### src/rtl/midi_pkg.sv
// Shared MIDI constants and voice-table request encoding for the event decoder.
package midi_pkg;

    localparam logic [3:0] NOTE_OFF       = 4'h8;
    localparam logic [3:0] NOTE_ON        = 4'h9;
    localparam logic [3:0] POLY_PRESSURE  = 4'hA;
    localparam logic [3:0] CONTROL_CHANGE = 4'hB;
    localparam logic [3:0] PROGRAM_CHANGE = 4'hC;
    localparam logic [3:0] CHAN_PRESSURE  = 4'hD;
    localparam logic [3:0] PITCH_BEND     = 4'hE;

    localparam logic [6:0] CC_ALL_SOUND_OFF = 7'd120;
    localparam logic [6:0] CC_ALL_NOTES_OFF = 7'd123;

    typedef enum logic [1:0] {
        VREQ_NONE  = 2'd0,
        VREQ_ON    = 2'd1,
        VREQ_OFF   = 2'd2,
        VREQ_CLEAR = 2'd3
    } vreq_e;

    // Program change and channel pressure carry one data byte; all others carry two.
    function automatic logic two_data_bytes(input logic [3:0] msg_type);
        return !(msg_type == PROGRAM_CHANGE || msg_type == CHAN_PRESSURE);
    endfunction

endpackage

### src/rtl/midi_voice_alloc.sv
// Voice slot table: combinational lookup/allocation of a request, table updated on the clock edge.
module midi_voice_alloc
    import midi_pkg::*;
#(
    parameter int NUM_VOICES = 8,
    localparam int IDX_W = $clog2(NUM_VOICES)
) (
    input  logic             clk32,
    input  logic             rst_n,
    input  vreq_e            req_op,
    input  logic [3:0]       req_chan,
    input  logic [6:0]       req_note,
    output logic [IDX_W-1:0] rsp_idx,
    output logic             rsp_hit,
    output logic             rsp_valid
);

    logic [NUM_VOICES-1:0] active_q, active_d;
    logic [3:0]            chan_q [NUM_VOICES];
    logic [3:0]            chan_d [NUM_VOICES];
    logic [6:0]            note_q [NUM_VOICES];
    logic [6:0]            note_d [NUM_VOICES];
    logic [IDX_W-1:0]      steal_ptr_q, steal_ptr_d;

    logic             hit;
    logic             free_found;
    logic [IDX_W-1:0] hit_idx;
    logic [IDX_W-1:0] free_idx;
    logic [IDX_W-1:0] sel_idx;

    // Scan downwards so the lowest matching / lowest free slot wins.
    always_comb begin
        hit        = 1'b0;
        hit_idx    = '0;
        free_found = 1'b0;
        free_idx   = '0;
        for (int i = NUM_VOICES - 1; i >= 0; i--) begin
            if (active_q[i] && chan_q[i] == req_chan && note_q[i] == req_note) begin
                hit     = 1'b1;
                hit_idx = IDX_W'(i);
            end
            if (!active_q[i]) begin
                free_found = 1'b1;
                free_idx   = IDX_W'(i);
            end
        end
    end

    always_comb begin
        active_d    = active_q;
        chan_d      = chan_q;
        note_d      = note_q;
        steal_ptr_d = steal_ptr_q;
        sel_idx     = '0;
        rsp_valid   = 1'b0;
        rsp_hit     = hit;
        case (req_op)
            VREQ_ON: begin
                rsp_valid = 1'b1;
                if (hit) begin
                    sel_idx = hit_idx;
                end else if (free_found) begin
                    sel_idx = free_idx;
                end else begin
                    sel_idx     = steal_ptr_q;
                    steal_ptr_d = (steal_ptr_q == IDX_W'(NUM_VOICES - 1)) ? '0
                                                                         : steal_ptr_q + IDX_W'(1);
                end
                active_d[sel_idx] = 1'b1;
                chan_d[sel_idx]   = req_chan;
                note_d[sel_idx]   = req_note;
            end
            VREQ_OFF: begin
                if (hit) begin
                    rsp_valid         = 1'b1;
                    sel_idx           = hit_idx;
                    active_d[hit_idx] = 1'b0;
                end
            end
            VREQ_CLEAR: active_d = '0;
            default: ;
        endcase
        rsp_idx = sel_idx;
    end

    always_ff @(posedge clk32) begin
        if (!rst_n) begin
            active_q    <= '0;
            steal_ptr_q <= '0;
        end else begin
            active_q    <= active_d;
            steal_ptr_q <= steal_ptr_d;
        end
    end

    // Channel/note contents are only meaningful while the slot is active.
    always_ff @(posedge clk32) begin
        chan_q <= chan_d;
        note_q <= note_d;
    end

endmodule

### src/rtl/midi_event_decoder.sv
// MIDI byte-stream parser: running status, channel filter, voice allocation and one-cycle event pulses.
module midi_event_decoder
    import midi_pkg::*;
#(
    parameter int         NUM_VOICES  = 8,
    parameter logic [4:0] CHAN_FILTER = 5'h10
) (
    input  logic       clk32,
    input  logic       rst_n,
    input  logic       rx_valid,
    input  logic [7:0] rx_data,
    output logic       note_pressed,
    output logic       note_released,
    output logic       note_keypress,
    output logic       note_channelpress,
    output logic [6:0] note_interface,
    output logic [6:0] velocity,
    output logic [3:0] channel,
    output logic       c_valid,
    output logic [6:0] c_cmd,
    output logic [7:0] c_byte0,
    output logic [7:0] c_byte1,
    output logic [7:0] c_byte2
);

    localparam int IDX_W = $clog2(NUM_VOICES);

    logic       rs_valid_q, rs_valid_d;
    logic [3:0] rs_type_q, rs_type_d;
    logic [3:0] rs_chan_q, rs_chan_d;
    logic       cnt_q, cnt_d;
    logic [6:0] d1_q, d1_d;

    logic       msg_done;
    logic       chan_ok;
    logic [6:0] msg_d1;
    logic [6:0] msg_d2;
    vreq_e      vreq;

    logic [IDX_W-1:0] v_idx;
    logic             v_hit;
    logic             v_valid;

    logic       pressed_q, pressed_d;
    logic       released_q, released_d;
    logic       keypress_q, keypress_d;
    logic       chanpress_q, chanpress_d;
    logic       c_valid_q, c_valid_d;
    logic [6:0] note_num_q, note_num_d;
    logic [6:0] velocity_q, velocity_d;
    logic [3:0] channel_q, channel_d;
    logic [6:0] c_cmd_q, c_cmd_d;
    logic [7:0] c_byte0_q, c_byte0_d;
    logic [7:0] c_byte1_q, c_byte1_d;
    logic [7:0] c_byte2_q, c_byte2_d;

    assign chan_ok = CHAN_FILTER[4] || (rs_chan_q == CHAN_FILTER[3:0]);
    assign msg_d1  = two_data_bytes(rs_type_q) ? d1_q : rx_data[6:0];
    assign msg_d2  = rx_data[6:0];

    always_comb begin
        rs_valid_d = rs_valid_q;
        rs_type_d  = rs_type_q;
        rs_chan_d  = rs_chan_q;
        cnt_d      = cnt_q;
        d1_d       = d1_q;
        msg_done   = 1'b0;
        if (rx_valid) begin
            if (rx_data[7]) begin
                if (rx_data[7:4] != 4'hF) begin
                    rs_valid_d = 1'b1;
                    rs_type_d  = rx_data[7:4];
                    rs_chan_d  = rx_data[3:0];
                    cnt_d      = 1'b0;
                end else if (!rx_data[3]) begin
                    // System common / sysex: drop running status; realtime (F8-FF) falls through untouched.
                    rs_valid_d = 1'b0;
                    cnt_d      = 1'b0;
                end
            end else if (rs_valid_q) begin
                if (two_data_bytes(rs_type_q) && !cnt_q) begin
                    d1_d  = rx_data[6:0];
                    cnt_d = 1'b1;
                end else begin
                    cnt_d    = 1'b0;
                    msg_done = chan_ok;
                end
            end
        end
    end

    always_comb begin
        vreq = VREQ_NONE;
        if (msg_done) begin
            case (rs_type_q)
                NOTE_ON:  vreq = (msg_d2 != 7'd0) ? VREQ_ON : VREQ_OFF;
                NOTE_OFF: vreq = VREQ_OFF;
                CONTROL_CHANGE: begin
                    if (msg_d1 == CC_ALL_SOUND_OFF || msg_d1 == CC_ALL_NOTES_OFF) begin
                        vreq = VREQ_CLEAR;
                    end
                end
                default: vreq = VREQ_NONE;
            endcase
        end
    end

    midi_voice_alloc #(
        .NUM_VOICES(NUM_VOICES)
    ) u_voice_alloc (
        .clk32    (clk32),
        .rst_n    (rst_n),
        .req_op   (vreq),
        .req_chan (rs_chan_q),
        .req_note (msg_d1),
        .rsp_idx  (v_idx),
        .rsp_hit  (v_hit),
        .rsp_valid(v_valid)
    );

    always_comb begin
        pressed_d   = (vreq == VREQ_ON);
        released_d  = (vreq == VREQ_OFF) && v_valid;
        keypress_d  = msg_done && (rs_type_q == POLY_PRESSURE);
        chanpress_d = msg_done && (rs_type_q == CHAN_PRESSURE);
        c_valid_d   = msg_done && (rs_type_q == CONTROL_CHANGE);
        note_num_d  = note_num_q;
        velocity_d  = velocity_q;
        channel_d   = channel_q;
        c_cmd_d     = c_cmd_q;
        c_byte0_d   = c_byte0_q;
        c_byte1_d   = c_byte1_q;
        c_byte2_d   = c_byte2_q;
        if (pressed_d || released_d) begin
            note_num_d = msg_d1;
            velocity_d = msg_d2;
            channel_d  = rs_chan_q;
            c_byte0_d  = 8'(v_idx);
        end
        if (keypress_d) begin
            note_num_d = msg_d1;
            velocity_d = msg_d2;
            channel_d  = rs_chan_q;
        end
        if (chanpress_d) begin
            velocity_d = msg_d1;
            channel_d  = rs_chan_q;
        end
        if (c_valid_d) begin
            c_cmd_d   = msg_d1;
            c_byte1_d = {1'b0, msg_d2};
            c_byte2_d = {4'h0, rs_chan_q};
        end
    end

    always_ff @(posedge clk32) begin
        if (!rst_n) begin
            rs_valid_q  <= 1'b0;
            rs_type_q   <= 4'h0;
            rs_chan_q   <= 4'h0;
            cnt_q       <= 1'b0;
            d1_q        <= 7'd0;
            pressed_q   <= 1'b0;
            released_q  <= 1'b0;
            keypress_q  <= 1'b0;
            chanpress_q <= 1'b0;
            c_valid_q   <= 1'b0;
            note_num_q  <= 7'd0;
            velocity_q  <= 7'd0;
            channel_q   <= 4'h0;
            c_cmd_q     <= 7'd0;
            c_byte0_q   <= 8'h00;
            c_byte1_q   <= 8'h00;
            c_byte2_q   <= 8'h00;
        end else begin
            rs_valid_q  <= rs_valid_d;
            rs_type_q   <= rs_type_d;
            rs_chan_q   <= rs_chan_d;
            cnt_q       <= cnt_d;
            d1_q        <= d1_d;
            pressed_q   <= pressed_d;
            released_q  <= released_d;
            keypress_q  <= keypress_d;
            chanpress_q <= chanpress_d;
            c_valid_q   <= c_valid_d;
            note_num_q  <= note_num_d;
            velocity_q  <= velocity_d;
            channel_q   <= channel_d;
            c_cmd_q     <= c_cmd_d;
            c_byte0_q   <= c_byte0_d;
            c_byte1_q   <= c_byte1_d;
            c_byte2_q   <= c_byte2_d;
        end
    end

    assign note_pressed      = pressed_q;
    assign note_released     = released_q;
    assign note_keypress     = keypress_q;
    assign note_channelpress = chanpress_q;
    assign c_valid           = c_valid_q;
    assign note_interface    = note_num_q;
    assign velocity          = velocity_q;
    assign channel           = channel_q;
    assign c_cmd             = c_cmd_q;
    assign c_byte0           = c_byte0_q;
    assign c_byte1           = c_byte1_q;
    assign c_byte2           = c_byte2_q;

endmodule

### config.mk
export PLATFORM = sky130hd
export DESIGN_NAME = midi_event_decoder
export DESIGN_NICKNAME = d
export VERILOG_FILES = /design/src/rtl/midi_pkg.sv /design/src/rtl/midi_voice_alloc.sv /design/src/rtl/midi_event_decoder.sv
export SDC_FILE = /design/constraint.sdc
export NUM_CORES = 1
export LEC_CHECK = 0
export ABC_AREA = 0
export ABC_CLOCK_PERIOD_IN_PS = 5100
export CORE_UTILIZATION = 55
export DETAILED_ROUTE_END_ITERATION = 7
export PLACE_DENSITY = 0.83
export RECOVER_POWER = 25
export REMOVE_ABC_BUFFERS = 1
export SKIP_CTS_REPAIR_TIMING = 1
export SYNTH_ARGS = -nofsm -noshare
export SYNTH_HDL_FRONTEND = slang
export SYNTH_SLANG_ARGS = --single-unit
### constraint.sdc
create_clock -name clk32 -period 5.1 [get_ports clk32]
set_clock_uncertainty 0.1 [all_clocks]
set_input_delay 0.51 -clock clk32 [delete_from_list [all_inputs] [get_ports clk32]]
set_output_delay 0.51 -clock clk32 [all_outputs]
set_load 0.05 [all_outputs]
pdn.png
Pins as bars on the die edge.
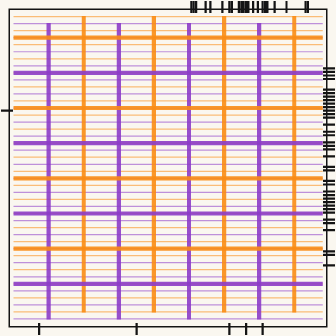
| net | color |
|---|---|
| VSS | purple |
| VDD | orange |
met1 rails: 44
signal pins: 65
Chip Width: 122 µm
IR drop worst, VDD: 296 µV
core area: 0.0140 mm²
Die Y: 122 µm

cell_classes.png
The bar under the picture is 20 µm long.
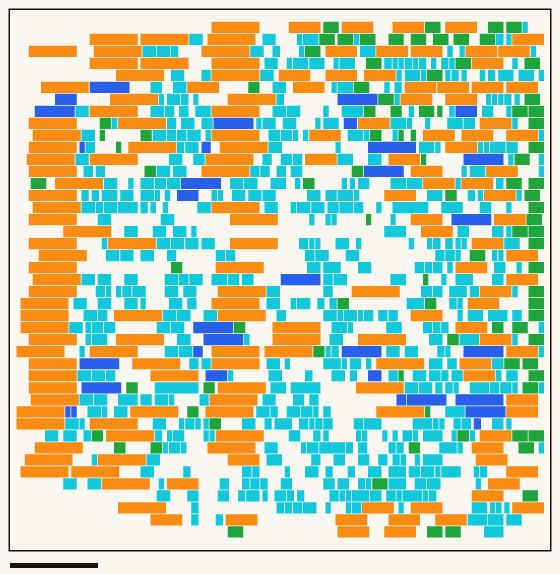
| class | color | cells |
|---|---|---|
| flip-flops | orange | 160 |
| clock drivers and dummy loads | blue | 32 |
| other buffers and delay cells | green | 90 |
| all other logic | cyan | 538 |
placement row count: 43
design area: 0.00928 mm²
sequential share of cell area: 44.0%
Final Util: 66.4%

-- critical path, delay by kind of cell (launching register included) --
family | cells | cell delay [ps]
AND-OR/OR-AND | 4 | 1790
buffers and inverters | 2 | 860
flip-flops | 1 | 490
AND/OR/NAND/NOR | 5 | 990
-- synth_stat cells (13+ instances only) --
cell	instances	area, µm²
edfxtp_1	88	2640
dfxtp_1	72	1440
nor2_1	69	259
xnor2_1	53	464
nand2_1	46	173
inv_1	40	150
xor2_1	31	272
mux2i_1	29	290
a21oi_1	28	140
clkbuf_1	22	82.6
a211oi_1	17	128
nand3_1	17	85.1
nand2b_1	15	93.8
buf_2	13	65.1
-- routing by layer --
metal	vias to the layer above	routed length (µm)
met5	-	0
met4	0	704
met2	353	9990
met1	2936	9650
li1	2803	-
met3	52	2090
-- state kept, by name, indices dropped and copies added (netlist names), 3 cells and up --
register                   count
u_voice_alloc.active_q         8
u_voice_alloc.steal_ptr_q      3
c_byte2                        4
c_cmd                          7
velocity                       7
c_byte0                        3
u_voice_alloc.note_q          56
rs_chan_q                      4
channel                        4
u_voice_alloc.chan_q          32
d1_q                           7
c_byte1                        7
rs_type_q                      4
note_interface                 7
-- logic make-up after synthesis --
group | after synthesis
flip-flops | 160
adder cells (fa/ha/maj) | 6
AND/OR/NAND/NOR | 208
buffers and inverters | 94
XOR/XNOR | 84
other | 1
AND-OR/OR-AND | 156
multiplexers | 33
-- metrics by stage --
step	setup WS [ps]	total power, µW
after global placement	522	1550
after CTS	717	2810
after floorplan	861	1480
after detailed placement	408	1550
final	558	2800
after global routing	286	2860
-- final cells by class --
type | count | area (µm²)
clock buffer | 24 | 492
clock inverter | 8 | 101
fill | 1076 | 4700
inverter | 41 | 154
multi-input combinational | 497 | 3450
sequential | 160 | 4080
tap | 180 | 225
timing repair buffer | 90 | 773
==> metrics.yaml <==
run_status:
  status: "finished with violations"
  violations: "capacitance limit, slew limit"
global_route:
  met3_usage_pct: 7.11
  grt_pass1_vias: 5658
  grt_pass1_wl_um: 33800
  antenna_found_initial: 0
  grt_util_met1_pct: 43.5
  gr-total-overflow: 0
  track_usage_pct: 31.4
  grt_max_degree: 64
  met2_usage_pct: 48.2
  grt_most_used_layer: "met2"
detailed_routing:
  drt_pass1_iterations: 6
  route.antenna.remaining_nets: 0
  drt_first_iter_violations: 845
  viasPerCell: 6.14
  vias: 6144
  wire_per_inst_um: 22.4
  drt-total-wl_um: 22400
  drc: 0
final_timing:
  period_needed_ps: 4540
  setup_viol: 0
  tns_ps: 0
  rsz0062_at_grt: "false"
  tightest_slew_ps: 2050
  fmax_ghz: 0.220
  relSlewSlack_pct: -36.7
  timing.final.crit_share_pct: 89.1
  finalMaxSlewViolations: 64
  hold_violations: 0
  timing.hold.ws_ps: 354
pwr:
  pg_seq_uw: 1370
  p_switching_uw: 614
  comb-power_uw: 151
  p_seq_share_pct: 49.0
  p_leak_uw: 0.00340
  sw_frac_of_total_pct: 22.0
  combPwrFrac_pct: 5.4
  p_per_area_mw_per_mm2: 301
  power.clock.total_uw: 1270
  top_power_group: "registers"
  p_int_uw: 2180
  clkPwrFrac_pct: 45.6
worst_setup_path:
  r2r-start: "rs_type_q[1]$_SDFFE_PN0P_"
  max_stage_delay_ps: 610
  rr_worst_depth: 11
  critPathSlowestCell: "clkbuf_1"
  arrival_ps: 4570
  required_ps: 5130
  cp_cell_sequence: "nand3b_1 > clkbuf_1 > a21oi_2 > a222oi_1 > nand3_1 > a211oi_2 > nor3b_4 > a21boi_1 > nand2_1 > nor3b_1 > buf_4"
  crit_end: "u_voice_alloc.note_q[16]$_DFFE_PP_"
  worstSetupPathType: "reg -> reg"
  crit_path_max_fanout: 13
  crit_path_end_kind: "flip-flop"
  startpoint_type: "flip-flop"
  cp-startpoint: "rs_type_q[1]$_SDFFE_PN0P_"
  timing.rr.end: "u_voice_alloc.note_q[16]$_DFFE_PP_"
  timing.reg2reg.setup_slack_ps: 560
worst_hold_path:
  min_path_type: "reg -> reg"
  min_to: "c_byte1[6]$_SDFFE_PN0P_"
  holdCritStartpoint: "c_byte1[6]$_SDFFE_PN0P_"
  hold_depth: 2
run:
  cap_violations: 1
  warnings: 28
synthesis:
  simple_gate_share_pct: 13.1
  yosysSeqAreaShare_pct: 51.4
  aoi_share_pct: 15.2
  synth_area_per_cell_um2: 10.7
  ys_cells: 742
  ys_sh_xor_pct: 9.25
  logic_family: "AND-OR/OR-AND gates"
  ys.flops: 160
  netlist_area_mm2: 0.00795
  yosysWarnings: 0
  synth-edff-count: 88
  flop_cell: "edfxtp_1"
  synthArstFlopShare_pct: 0
  synthDistinctLibCells: 80
  yosys.area_share.adder_pct: 0.944
  yosysChipArea_mm2: 0.00795
  syn_inst: 742
  ys_sh_mux_pct: 4.45
floorplanning:
  die-area_mm2: 0.0149
  pin_count: 65
  fp-utilization_pct: 56.8
place:
  port_buffers: 54
  dpl.hpwl_um: 16100
  placed_cell_area_mm2: 0.00873
  globalplace.congestion: 0.959
  dp.cells: 968
cells_and_area:
  area_growth_pct: 16.8
  nets: 824
  layout_top_cell_excl_fill_tap: "edfxtp_1"
  final_cell_mix: "edfxtp_1, dfxtp_1, nor2_1, xnor2_1, nand2_1"
  layout-drive-gt1-share_pct: 11.1
  antenna_cells: 0
  final_cells: 1000
clock_tree:
  cts_sinks: 160
  htreeDepth: 4
  cts-root-buf: "clkbuf_16"
  clock_latency_ps: 430
  clk_pin_slew_ps: 60
  cts-buffers-inserted: 17
  tritoncts: "done"
  clk_path_buf_depth: 2
Power and IR drop assume default switching activity.
